[src/rtl/pipe_pkg.sv]
// Shared pipeline constants and types for the hazard/stall controller.
package pipe_pkg;

    localparam logic [1:0] TUSE_NONE = 2'd3;
    localparam logic [4:0] REG_ZERO  = 5'd0;

    localparam int unsigned MULT_CYCLES = 5;
    localparam int unsigned DIV_CYCLES  = 10;

    typedef enum logic {
        MD_IDLE = 1'b0,
        MD_BUSY = 1'b1
    } md_state_e;

endpackage

[src/rtl/md_busy_counter.sv]
// Occupancy counter for the multi-cycle mult/div unit: load on start, count down to idle.
module md_busy_counter
    import pipe_pkg::*;
#(
    parameter int unsigned CNT_W       = 4,
    parameter int unsigned MULT_CYCLES = pipe_pkg::MULT_CYCLES,
    parameter int unsigned DIV_CYCLES  = pipe_pkg::DIV_CYCLES
) (
    input  logic clk,
    input  logic reset,
    input  logic load,
    input  logic load_div,
    output logic is_zero
);

    localparam logic [CNT_W-1:0] MULT_LOAD = CNT_W'(MULT_CYCLES);
    localparam logic [CNT_W-1:0] DIV_LOAD  = CNT_W'(DIV_CYCLES);

    md_state_e        state, state_nxt;
    logic [CNT_W-1:0] cnt, cnt_nxt;

    always_ff @(posedge clk) begin
        if (reset) begin
            state <= MD_IDLE;
            cnt   <= '0;
        end else begin
            state <= state_nxt;
            cnt   <= cnt_nxt;
        end
    end

    // A start while already busy reloads; the newest operation owns the unit.
    always_comb begin
        state_nxt = state;
        cnt_nxt   = cnt;
        if (load) begin
            state_nxt = MD_BUSY;
            cnt_nxt   = load_div ? DIV_LOAD : MULT_LOAD;
        end else begin
            case (state)
                MD_BUSY: begin
                    cnt_nxt = cnt - 1'b1;
                    if (cnt == CNT_W'(1)) begin
                        state_nxt = MD_IDLE;
                    end
                end
                default: begin
                    state_nxt = MD_IDLE;
                end
            endcase
        end
    end

    // During reset the count is treated as already drained.
    assign is_zero = reset | (state == MD_IDLE);

endmodule

[src/rtl/hazard_stall_ctrl.sv]
// Pipeline stall controller: RAW (Tuse/Tnew) and mult/div occupancy hazards, plus stall counter.
module hazard_stall_ctrl
    import pipe_pkg::*;
#(
    parameter int unsigned MULT_CYCLES = pipe_pkg::MULT_CYCLES,
    parameter int unsigned DIV_CYCLES  = pipe_pkg::DIV_CYCLES,
    parameter int unsigned CNT_W       = 4
) (
    input  logic        clk,
    input  logic        reset,
    input  logic [4:0]  d_rs,
    input  logic [4:0]  d_rt,
    input  logic [1:0]  d_tuse_rs,
    input  logic [1:0]  d_tuse_rt,
    input  logic        d_is_md,
    input  logic [4:0]  e_wa,
    input  logic [1:0]  e_tnew,
    input  logic [4:0]  m_wa,
    input  logic [1:0]  m_tnew,
    input  logic        e_md_start,
    input  logic        e_md_div,
    output logic        pc_en,
    output logic        if_id_en,
    output logic        id_ex_clr,
    output logic        md_busy,
    output logic        stall,
    output logic [31:0] stall_cnt
);

    logic        raw_rs;
    logic        raw_rt;
    logic        md_stall;
    logic        cnt_zero;
    logic [31:0] stall_cnt_q;

    md_busy_counter #(
        .CNT_W      (CNT_W),
        .MULT_CYCLES(MULT_CYCLES),
        .DIV_CYCLES (DIV_CYCLES)
    ) u_md_busy_counter (
        .clk     (clk),
        .reset   (reset),
        .load    (e_md_start),
        .load_div(e_md_div),
        .is_zero (cnt_zero)
    );

    always_comb begin
        raw_rs = (d_rs != REG_ZERO) && (d_tuse_rs != TUSE_NONE) &&
                 (((d_rs == e_wa) && (e_tnew > d_tuse_rs)) ||
                  ((d_rs == m_wa) && (m_tnew > d_tuse_rs)));
        raw_rt = (d_rt != REG_ZERO) && (d_tuse_rt != TUSE_NONE) &&
                 (((d_rt == e_wa) && (e_tnew > d_tuse_rt)) ||
                  ((d_rt == m_wa) && (m_tnew > d_tuse_rt)));
    end

    assign md_busy   = e_md_start | ~cnt_zero;
    assign md_stall  = d_is_md & md_busy;
    assign stall     = raw_rs | raw_rt | md_stall;
    assign pc_en     = ~stall;
    assign if_id_en  = ~stall;
    assign id_ex_clr = stall;

    always_ff @(posedge clk) begin
        if (reset) begin
            stall_cnt_q <= '0;
        end else if (stall && (stall_cnt_q != '1)) begin
            stall_cnt_q <= stall_cnt_q + 32'd1;
        end
    end

    assign stall_cnt = stall_cnt_q;

endmodule
[config.mk]
export PLATFORM = sky130hd
export DESIGN_NAME = hazard_stall_ctrl
export DESIGN_NICKNAME = d
export VERILOG_FILES = /design/src/rtl/pipe_pkg.sv /design/src/rtl/md_busy_counter.sv /design/src/rtl/hazard_stall_ctrl.sv
export SDC_FILE = /design/constraint.sdc
export NUM_CORES = 1
export LEC_CHECK = 0
export CORE_UTILIZATION = 52
export CTS_CLUSTER_DIAMETER = 200
export DETAILED_ROUTE_END_ITERATION = 8
export GPL_ROUTABILITY_DRIVEN = 0
export GPL_TIMING_DRIVEN = 0
export PLACE_DENSITY = 0.95
export SYNTH_ARGS = -nofsm -noshare
export SYNTH_HDL_FRONTEND = slang
export SYNTH_SLANG_ARGS = --single-unit
[constraint.sdc]
create_clock -name clk -period 5 [get_ports clk]
set_clock_uncertainty 0.2 [all_clocks]
set_input_delay 0.5 -clock clk [delete_from_list [all_inputs] [get_ports clk]]
set_output_delay 0.5 -clock clk [all_outputs]
set_load 0.02 [all_outputs]
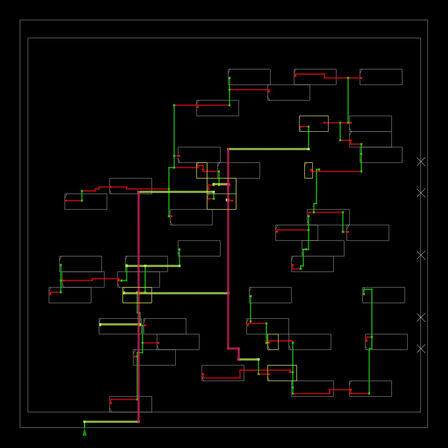
(run_1/clock_nets.png)
Clock Buffer Count: 6
Insertion Delay late pin: 0.29 ns
TritonCTS Buffers: 5
Clock Power: 0.000205 W
clock sinks: 37

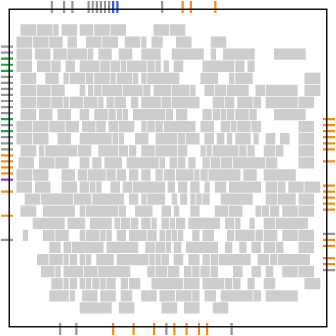
(run_1/pinout.png)
Pins as bars across the die edge, other pins in gray.
color	port	pins	direction	edge
green	`d_rt`	5	input	west
orange	`stall_cnt`	32	output	16 east, 7 south, 6 west, 3 north
purple	`md_busy`	1	output	west
blue	`d_tuse_rs`	2	input	north
all pins by edge	26 west, 18 east, 15 north, 11 south
Die Span X: 71.1 µm
Chip Height: 71.1 µm

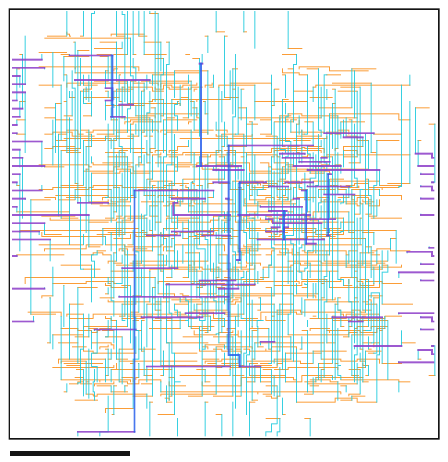
(run_1/layers.png)
The bar under the picture is 20 µm long.
color	layer	wire length
cyan	M2	3560 µm
purple	M3	496 µm
blue	M4	143 µm
orange	M1	2840 µm

==> impl_metrics.csv, run 1 <==
group,metric,value,unit
cts,cts.clk_slew.worst_paths,0.07,ns
global_route,grt_pass1_wl,11400,µm
placement,preCtsSetupSlack,0.779,ns
worst_setup_path,cpPeakStageDelay,0.52,ns
synthesis,yosysUniqueCellTypes,43,
timing,hold_violations,0,
die,row_count,24,
synthesis,synthArstFlopShare,0,%
synthesis,yosys_cells,307,
timing,finalCritPeriodShare,86.4,%
synthesis,synth_seq_share,29.8,%
status,violations,"DRC",
cts,clock_path_buffers,2,
synthesis,top_cells_by_area,"dfxtp_1 (30%), ha_1 (5.5%), mux2_2 (5.4%), a21oi_1 (5.2%), xnor2_1 (4.9%)",
hold_path,hp-class,"flop to flop",
synthesis,syn_nets,351,
placement,hpwlAfterDp,5230,µm
cts,cts_setup_buffers,0,
pwr,power.leakage,1.19,nW
timing,totalNegativeSetupSlack,0,ns
pwr,p_sw_share,28.2,%
global_route,grt_use_total,28.5,%
synthesis,netlist.area_leader.share,29.8,%
pwr,p_sw,0.000180,W
die,floorplan.core_util,55.6,%
pwr,power.total,0.000637,W
global_route,grt_overflow,0,
synthesis,top_cells_by_count,"dfxtp_1 (37), a21oi_1 (26), nor2_1 (22), nand2_1 (21), nand3_1 (16)",
synthesis,edf_count,0,
cts,cts_tree,"done",
cells_and_area,filler_cell_count,334,
worst_setup_path,worst_path_most_repeated_cell,"buf_2",
timing,slew_violations,0,
detailed_routing,vias,2711,
detailed_routing,drtPass1Iterations,7,
pwr,seq_power,0.000305,W
timing,maxClockFrequency,0.231,GHz
status,status,"finished, violations left",
run,maxCapViolations,0,
cts,post_cts_resize_count,0,
synthesis,yosysTopAreaCell,"dfxtp_1",
detailed_routing,drc_errors,5,
die,coreArea,0.00447,mm²
cts,htreeDepth,2,
cells_and_area,drive_above_1_share,8.88,%
cells_and_area,post-route-util,74.1,%
placement,io_buffers,68,
cells_and_area,postLayoutCellArea,0.00331,mm²
pwr,vdd_drop_max,0.148,mV
synthesis,ys_area,0.00249,mm²
pwr,comb_power,0.000127,W
worst_setup_path,required,4.30,ns
synthesis,top_cell,"dfxtp_1",
detailed_routing,wl_per_cell,16.2,µm
timing,period_needed,4.32,ns
timing,worst_hold_slack,0.295,ns
run 1: path summary, 6_finish.rpt:
kind	startpoint	to	slack (ns)	depth (start not counted)
worst max-delay path	d_tuse_rt[1]	pc_en	0.68	13
worst min-delay path	stall_cnt[7]$_SDFFE_PP0P_	stall_cnt[7]$_SDFFE_PP0P_	0.30	2
worst max register to register	stall_cnt[0]$_SDFFE_PP0P_	stall_cnt[25]$_SDFFE_PP0P_	2.28	8
worst min register to register	stall_cnt[7]$_SDFFE_PP0P_	stall_cnt[7]$_SDFFE_PP0P_	0.30	2
run 1: routing by layer:
layer / up-vias / global-route usage (%) / share of wire, %
met5: - / 0 / 0
met4: 0 / 12.2 / 2.0
met3: 19 / 5.41 / 7.0
met2: 153 / 49.1 / 51
met1: 1265 / 34.5 / 40
li1: 1274 / - / -
run 1: final cells by class:
cell class | count | area [µm²] | area share [%]
multi-input cells | 240 | 1620 | 48.8
clock buffers | 6 | 72.6 | 2.19
inverters | 12 | 45.0 | 1.36
repair buffers | 68 | 681 | 20.5
plain buffers | 18 | 82.6 | 2.49
well taps | 52 | 65.1 | 1.96
flip-flops and latches | 37 | 741 | 22.3
clock inverters | 2 | 10.0 | 0.302
run 1: cell families (layout without fill, tap and decap cells):
logic type / count (synthesis) / in the layout / synth area share, %
xor+xnor: 23 / 23 / 8.10
buf+inv: 30 / 106 / 5.13
mux: 12 / 12 / 5.44
flops: 37 / 37 / 29.8
compound gates: 55 / 55 / 13.6
fa+ha+maj: 11 / 11 / 5.54
simple gates: 139 / 139 / 32.4
run 1: flip-flops by register name, indices dropped and copies added, names as in the netlist:
register,flops
stall_cnt,32
u_md_busy_counter.cnt,4
u_md_busy_counter.state,1
run 1: worst min-delay path, stage by stage, from the launching register on:
cell	delay, ns
dfxtp_1	0.33
o31ai_1	0.07
a21oi_1	0.05
--- run 2 (diff from run 1) ---
--- a/config.mk
+++ b/config.mk
@@ -5,6 +5,7 @@
 export SDC_FILE = /design/constraint.sdc
 export NUM_CORES = 1
 export LEC_CHECK = 0
+export CAP_MARGIN = 20
 export CORE_UTILIZATION = 52
 export CTS_CLUSTER_DIAMETER = 200
 export DETAILED_ROUTE_END_ITERATION = 8
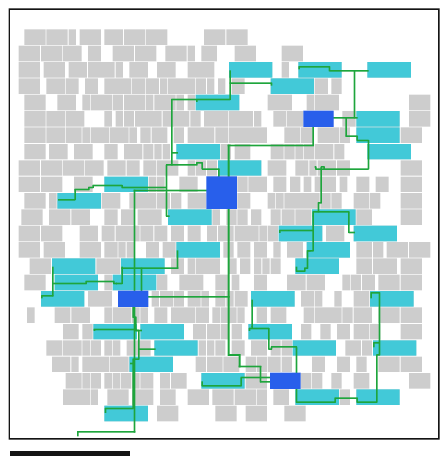
(run_2/clock_wires.png)
The bar under the picture is 20 µm long.
[cyan] flip-flops | count: 37
[green] clock wires | length: 476 µm
[blue] clock-net drivers | count: 5
flops lie	widely spread

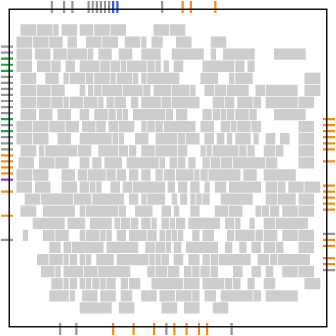
(run_2/pinout.png)
Pins as bars across the die edge, other pins in gray.
color	port	pins	direction	edge
green	`d_rt`	5	input	west
blue	`d_tuse_rs`	2	input	north
purple	`md_busy`	1	output	west
orange	`stall_cnt`	32	output	16 east, 7 south, 6 west, 3 north

==> run 2 against run 1 <==
  * The flow still finishes with violations (DRC)
  * Wire length unchanged
  * Synthesized cell count stayed put
  * Non-clock buffer count is the same
  * Sequential cell count unchanged
  * Global-route usage did not move
  * Via count unchanged
  * Total power is the same
  * Clock power barely moved
  * Sequential share of layout area is the same
  * Core utilization unchanged
  * Die area is the same
==> impl_metrics.csv, run 2 <==
group,metric,value,unit
status,status,"finished, violations left",
status,violations,"DRC",
detailed_routing,drtPass1Iterations,7,
global_route,grt_overflow,0,
synthesis,synth_seq_share,29.8,%
synthesis,yosysUniqueCellTypes,43,
cells_and_area,filler_cell_count,334,
hold_path,hold_depth,2,
detailed_routing,drc_errors,5,
pwr,power.total,0.000637,W
timing,maxClockFrequency,0.231,GHz
detailed_routing,routed_wl,7040,µm
cts,numCtsBuffers,5,
detailed_routing,vias,2711,
synthesis,top_cells_by_area,"dfxtp_1 (30%), ha_1 (5.5%), mux2_2 (5.4%), a21oi_1 (5.2%), xnor2_1 (4.9%)",
timing,hold_violations,0,
global_route,met2_usage,49.1,%
global_route,grtUsageMet1,34.5,%
worst_setup_path,critPathLaunch,"d_tuse_rt[1]",
worst_setup_path,regToRegSetupSlack,2.28,ns
cts,cts_sinks,37,
placement,preCtsSetupSlack,0.779,ns
worst_setup_path,r2r-start,"stall_cnt[0]$_SDFFE_PP0P_",
cts,cts_setup_buffers,0,
worst_setup_path,required,4.30,ns
worst_setup_path,cpPeakStageDelay,0.52,ns
placement,io_buffers,68,
synthesis,synthArstFlopShare,0,%
synthesis,yosys_cells,307,
worst_setup_path,timing.rr.end,"stall_cnt[25]$_SDFFE_PP0P_",
synthesis,ys_area,0.00249,mm²
synthesis,syn_nets,351,
timing,period_needed,4.32,ns
cells_and_area,drive_above_1_share,8.88,%
pwr,vdd_drop_max,0.148,mV
cts,cts_tree,"done",
timing,totalNegativeSetupSlack,0,ns
cells_and_area,largest_reg_flops,32,
hold_path,worstHoldEndpoint,"stall_cnt[7]$_SDFFE_PP0P_",
placement,hpwlAfterDp,5230,µm
die,pin_count,70,
cts,cts_hold_buf,0,
die,die_h,71.1,µm
worst_setup_path,worst_path_most_repeated_cell,"buf_2",
global_route,grt_use_total,28.5,%
cts,htreeDepth,2,
global_route,grt_pass1_wl,11400,µm
cells_and_area,postLayoutCellArea,0.00331,mm²
global_route,gr-usage-met3,5.41,%
global_route,grt-busiest-layer,"met2",
die,die_x,71.1,µm
detailed_routing,wl_per_cell,16.2,µm
die,coreArea,0.00447,mm²
cts,cts.clk_slew.worst_paths,0.07,ns
timing,finalCritPeriodShare,86.4,%
synthesis,top_cell,"dfxtp_1",
synthesis,netlist.area_leader.share,29.8,%
cts,insertion_delay,0.29,ns
cells_and_area,post-route-util,74.1,%
timing,worst_hold_slack,0.295,ns
die,floorplan.core_util,55.6,%
synthesis,edf_count,0,
placement,dpl.cell_count,427,
worst_setup_path,reg2regPathDepth,8,
hold_path,hp-class,"flop to flop",
synthesis,top_cells_by_count,"dfxtp_1 (37), a21oi_1 (26), nor2_1 (22), nand2_1 (21), nand3_1 (16)",
synthesis,yosysTopAreaCell,"dfxtp_1",
cts,post_cts_resize_count,0,
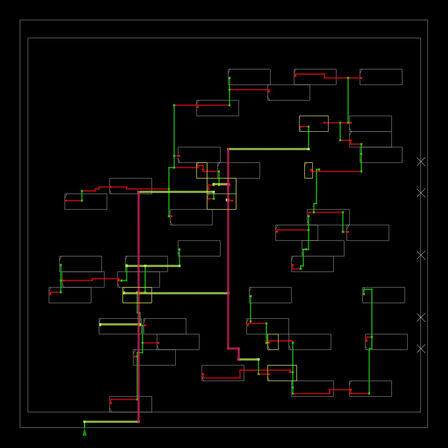
(run_2/clock_nets.png)
seq_cells: 37

==> run 2: logic make-up after synthesis <==
kind of cell / after synthesis / share of synthesized area [%]
buffers and inverters: 30 / 5.13
flip-flops: 37 / 29.8
AND/OR/NAND/NOR: 139 / 32.4
multiplexers: 12 / 5.44
AND-OR/OR-AND: 55 / 13.6
XOR/XNOR: 23 / 8.10
adder cells (fa/ha/maj): 11 / 5.54
==> run 2: report_power, final <==
group | total (W) | switching, W | internal, W
clock network | 0.000205 | 0.000108 | 0.0000966
registers | 0.000305 | 0.00000561 | 0.000299
logic | 0.000127 | 0.0000659 | 0.0000612
total | 0.000637 | 0.000180 | 0.000457
==> run 2: worst reg2reg max path, cell delays in order, from the launching register on <==
cell and delay (ns):
dfxtp_1 0.36, ha_1 0.24, and3_1 0.19, clkbuf_1 0.18
and3_1 0.24, and3_1 0.21, clkbuf_1 0.23, nor4_1 0.39
mux2_2 0.37
==> run 2: metal layers <==
layer	share of wire, %	vias up
met4	2.0	0
met2	51	153
met3	7.0	19
li1	-	1274
met5	0	-
met1	40	1265
==> run 2: how the worst max path moves through the flow <==
stage,depth (start not counted),slack (ns),endpoint
final,13,0.68,pc_en
after detailed placement,13,0.78,pc_en
after CTS,13,0.76,pc_en
after global routing,13,0.60,pc_en
after global placement,13,0.87,pc_en
after floorplan,11,2.07,pc_en
==> run 2: layout make-up <==
cell class / instances / area [µm²] / share of cell area [%]
multi-input combinational: 240 / 1620 / 48.8
tap: 52 / 65.1 / 1.96
buffer: 18 / 82.6 / 2.49
timing repair buffer: 68 / 681 / 20.5
clock buffer: 6 / 72.6 / 2.19
clock inverter: 2 / 10.0 / 0.302
inverter: 12 / 45.0 / 1.36
sequential: 37 / 741 / 22.3
--- run 3 (diff from run 2) ---
--- a/config.mk
+++ b/config.mk
@@ -11,7 +11,7 @@
 export DETAILED_ROUTE_END_ITERATION = 8
 export GPL_ROUTABILITY_DRIVEN = 0
 export GPL_TIMING_DRIVEN = 0
-export PLACE_DENSITY = 0.95
+export PLACE_DENSITY = 0.88
 export SYNTH_ARGS = -nofsm -noshare
 export SYNTH_HDL_FRONTEND = slang
 export SYNTH_SLANG_ARGS = --single-unit
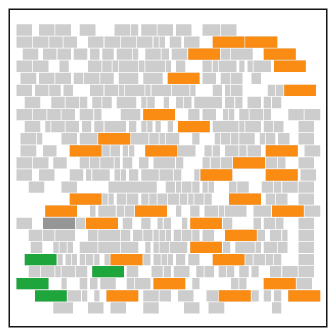
(run_3/ff_map.png)
Other sequential cells in the stronger gray, the rest of the logic in the fainter gray.
color	netlist name	sequential cells
green	`u_md_busy_counter.cnt`	4
orange	`stall_cnt`	32
Util after Layout: 74.8%
Seq/total area: 22.1%
reported sequential group power: 0.000305 W

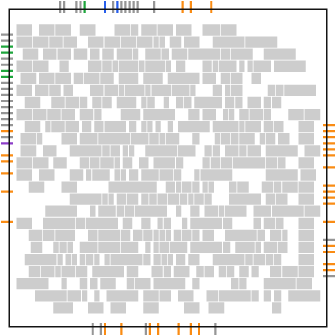
(run_3/pinout.png)
Pins as bars across the die edge, other pins in gray.
Buffers on Ports: 68

==> run 3 against run 2 <==
  * The run still ends with DRC left
  * Highest routed layer unchanged
  * Via count shrank 0.44%
  * Wire length increased by 0.44%
  * Synthesized cell count unchanged
  * Sequential cell count did not move
  * Combinational power about the same
  * Final cell count did not move
  * Core utilization up 0.76 points
  * Setup slack improved by 0.14 ns
  * Critical endpoint unchanged
  * Sequential share of layout area shrank 0.23 points
==> impl_metrics.csv, run 3 <==
group,metric,value,unit
worst_setup_path,required,4.30,ns
detailed_routing,route.met2.wl,3450,µm
die,floorplan.core_util,55.6,%
hold_path,hold_depth,2,
hold_path,hold_start,"stall_cnt[17]$_SDFFE_PP0P_",
global_route,met2_usage,51.4,%
status,status,"finished, violations left",
synthesis,syn_nets,351,
cells_and_area,largest_reg_flops,32,
die,pin_count,70,
cts,cts_setup_buffers,0,
timing,totalNegativeSetupSlack,0,ns
global_route,grt-busiest-layer,"met2",
worst_setup_path,timing.rr.end,"stall_cnt[23]$_SDFFE_PP0P_",
synthesis,synth_seq_share,29.8,%
detailed_routing,routed_wl,7070,µm
hold_path,hp-class,"flop to flop",
timing,period_needed,4.18,ns
global_route,grtUsageMet1,35.8,%
detailed_routing,drc_errors,5,
timing,finalCritPeriodShare,83.6,%
cells_and_area,filler_cell_count,331,
detailed_routing,viasPerCell,6.20,
cells_and_area,postLayoutCellArea,0.00335,mm²
run,maxCapViolations,0,
timing,worst_hold_slack,0.300,ns
worst_setup_path,worstSetupPathType,"input pin to output pin",
cts,cts_sinks,37,
global_route,grt_use_total,29.7,%
synthesis,synthArstFlopShare,0,%
worst_setup_path,cp.arrival,3.48,ns
synthesis,yosysTopAreaCell,"dfxtp_1",
timing,maxClockFrequency,0.239,GHz
cts,cts.clk_slew.worst_paths,0.08,ns
cells_and_area,drive_above_1_share,8.88,%
detailed_routing,wl_met1,2920,µm
cts,htreeDepth,2,
detailed_routing,met3WireLength,501,µm
synthesis,syn_area,0.00249,mm²
synthesis,edf_count,0,
die,die_x,71.1,µm
timing,hold_violations,0,
synthesis,top_cell,"dfxtp_1",
worst_setup_path,crit_path_max_fanout,11,
synthesis,top_cells_by_area,"dfxtp_1 (30%), ha_1 (5.5%), mux2_2 (5.4%), a21oi_1 (5.2%), xnor2_1 (4.9%)",
global_route,gr-usage-met3,4.99,%
detailed_routing,vias,2699,
hold_path,worstHoldEndpoint,"stall_cnt[17]$_SDFFE_PP0P_",
synthesis,netlist.area_leader.share,29.8,%
worst_setup_path,regToRegSetupSlack,2.19,ns
detailed_routing,maxUsedRoutingLayer,"met4",
synthesis,ys_area,0.00249,mm²
synthesis,yosys_cells,307,
pwr,cellPowerDensity,213,mW/mm²
detailed_routing,wl_per_cell,16.3,µm
cts,cts_hold_buf,0,
detailed_routing,drtPass1Iterations,7,
global_route,grt_overflow,0,
worst_setup_path,reg2regPathDepth,8,
cts,cts_tree,"done",
cells_and_area,n_antenna_cell,0,
synthesis,yosysUniqueCellTypes,43,
placement,hpwlAfterDp,5180,µm
worst_setup_path,crit_path_start_kind,"input pin",
placement,dpl.cell_count,427,
worst_setup_path,r2r-start,"stall_cnt[0]$_SDFFE_PP0P_",
pwr,power.total,0.000714,W
pwr,vdd_drop_max,0.162,mV
synthesis,top_cells_by_count,"dfxtp_1 (37), a21oi_1 (26), nor2_1 (22), nand2_1 (21), nand3_1 (16)",
global_route,grt_pass1_wl,11900,µm
cts,numCtsBuffers,5,
die,die_h,71.1,µm
status,violations,"DRC",
die,coreArea,0.00447,mm²
cts,post_cts_resize_count,0,
placement,preCtsSetupSlack,0.816,ns
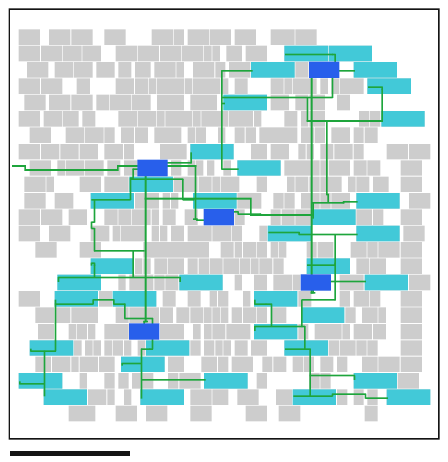
(run_3/clock_wires.png)
The bar under the picture is 20 µm long.
[green] clock wires | length: 524 µm
[cyan] flip-flops | count: 37
[blue] clock-net drivers | count: 5
routed clock nets	6
Insertion Delay late pin: 0.31 ns
Clock Power: 0.000281 W
Clock power frac: 39.4%

run 3: cell types whose count changed in the layout (fill, tap and decap cells not counted), sizes merged:
cell / before / now
clkinv: 2 / 0
bufinv: 0 / 1
clkbuf: 15 / 16
run 3: worst max-delay path by stage:
| stage | start | endpoint |
|---|---|---|
| 2_1_floorplan | d_tuse_rt[1] | pc_en |
| 3_3_place_gp | d_tuse_rt[1] | pc_en |
| 3_5_place_dp | d_tuse_rt[1] | pc_en |
| 4_1_cts | d_tuse_rt[1] | pc_en |
| 5_1_grt | d_tuse_rt[1] | pc_en |
| 6_report | d_tuse_rt[1] | pc_en |
run 3: cells by family (layout without fill, tap and decap cells):
family          Yosys count  count (layout)  share of synthesized area (%)
simple gates            139             139                           32.4
compound gates           55              55                           13.6
flops                    37              37                           29.8
buf+inv                  30             106                           5.13
xor+xnor                 23              23                           8.10
mux                      12              12                           5.44
fa+ha+maj                11              11                           5.54
run 3: report_power, final:
group | switching [W] | internal (W) | total [W] | leakage (nW)
logic | 0.0000668 | 0.0000615 | 0.000128 | 0.848
registers | 0.00000551 | 0.000299 | 0.000305 | 0.299
clock network | 0.000118 | 0.000163 | 0.000281 | 0.0585
run 3: final cells by class:
cell class	instances	area (µm²)	share of cell area (%)
multi-input combinational	240	1620	48.3
sequential	37	741	22.1
timing repair buffer	68	681	20.3
clock buffer	7	86.3	2.58
buffer	18	82.6	2.47
tap	52	65.1	1.94
inverter	12	45.0	1.35
clock inverter	1	30.0	0.897
run 3: critical path: stages:
cell	delay (ns)
clkdlybuf4s50_1	0.49
inv_1	0.07
ha_1	0.31
nand2_1	0.09
nand4_1	0.10
nor4_1	0.29
o221ai_1	0.14
and3_1	0.22
buf_2	0.19
buf_2	0.20
buf_2	0.21
buf_4	0.15
clkdlybuf4s50_1	0.52
Power and IR drop assume default switching activity.
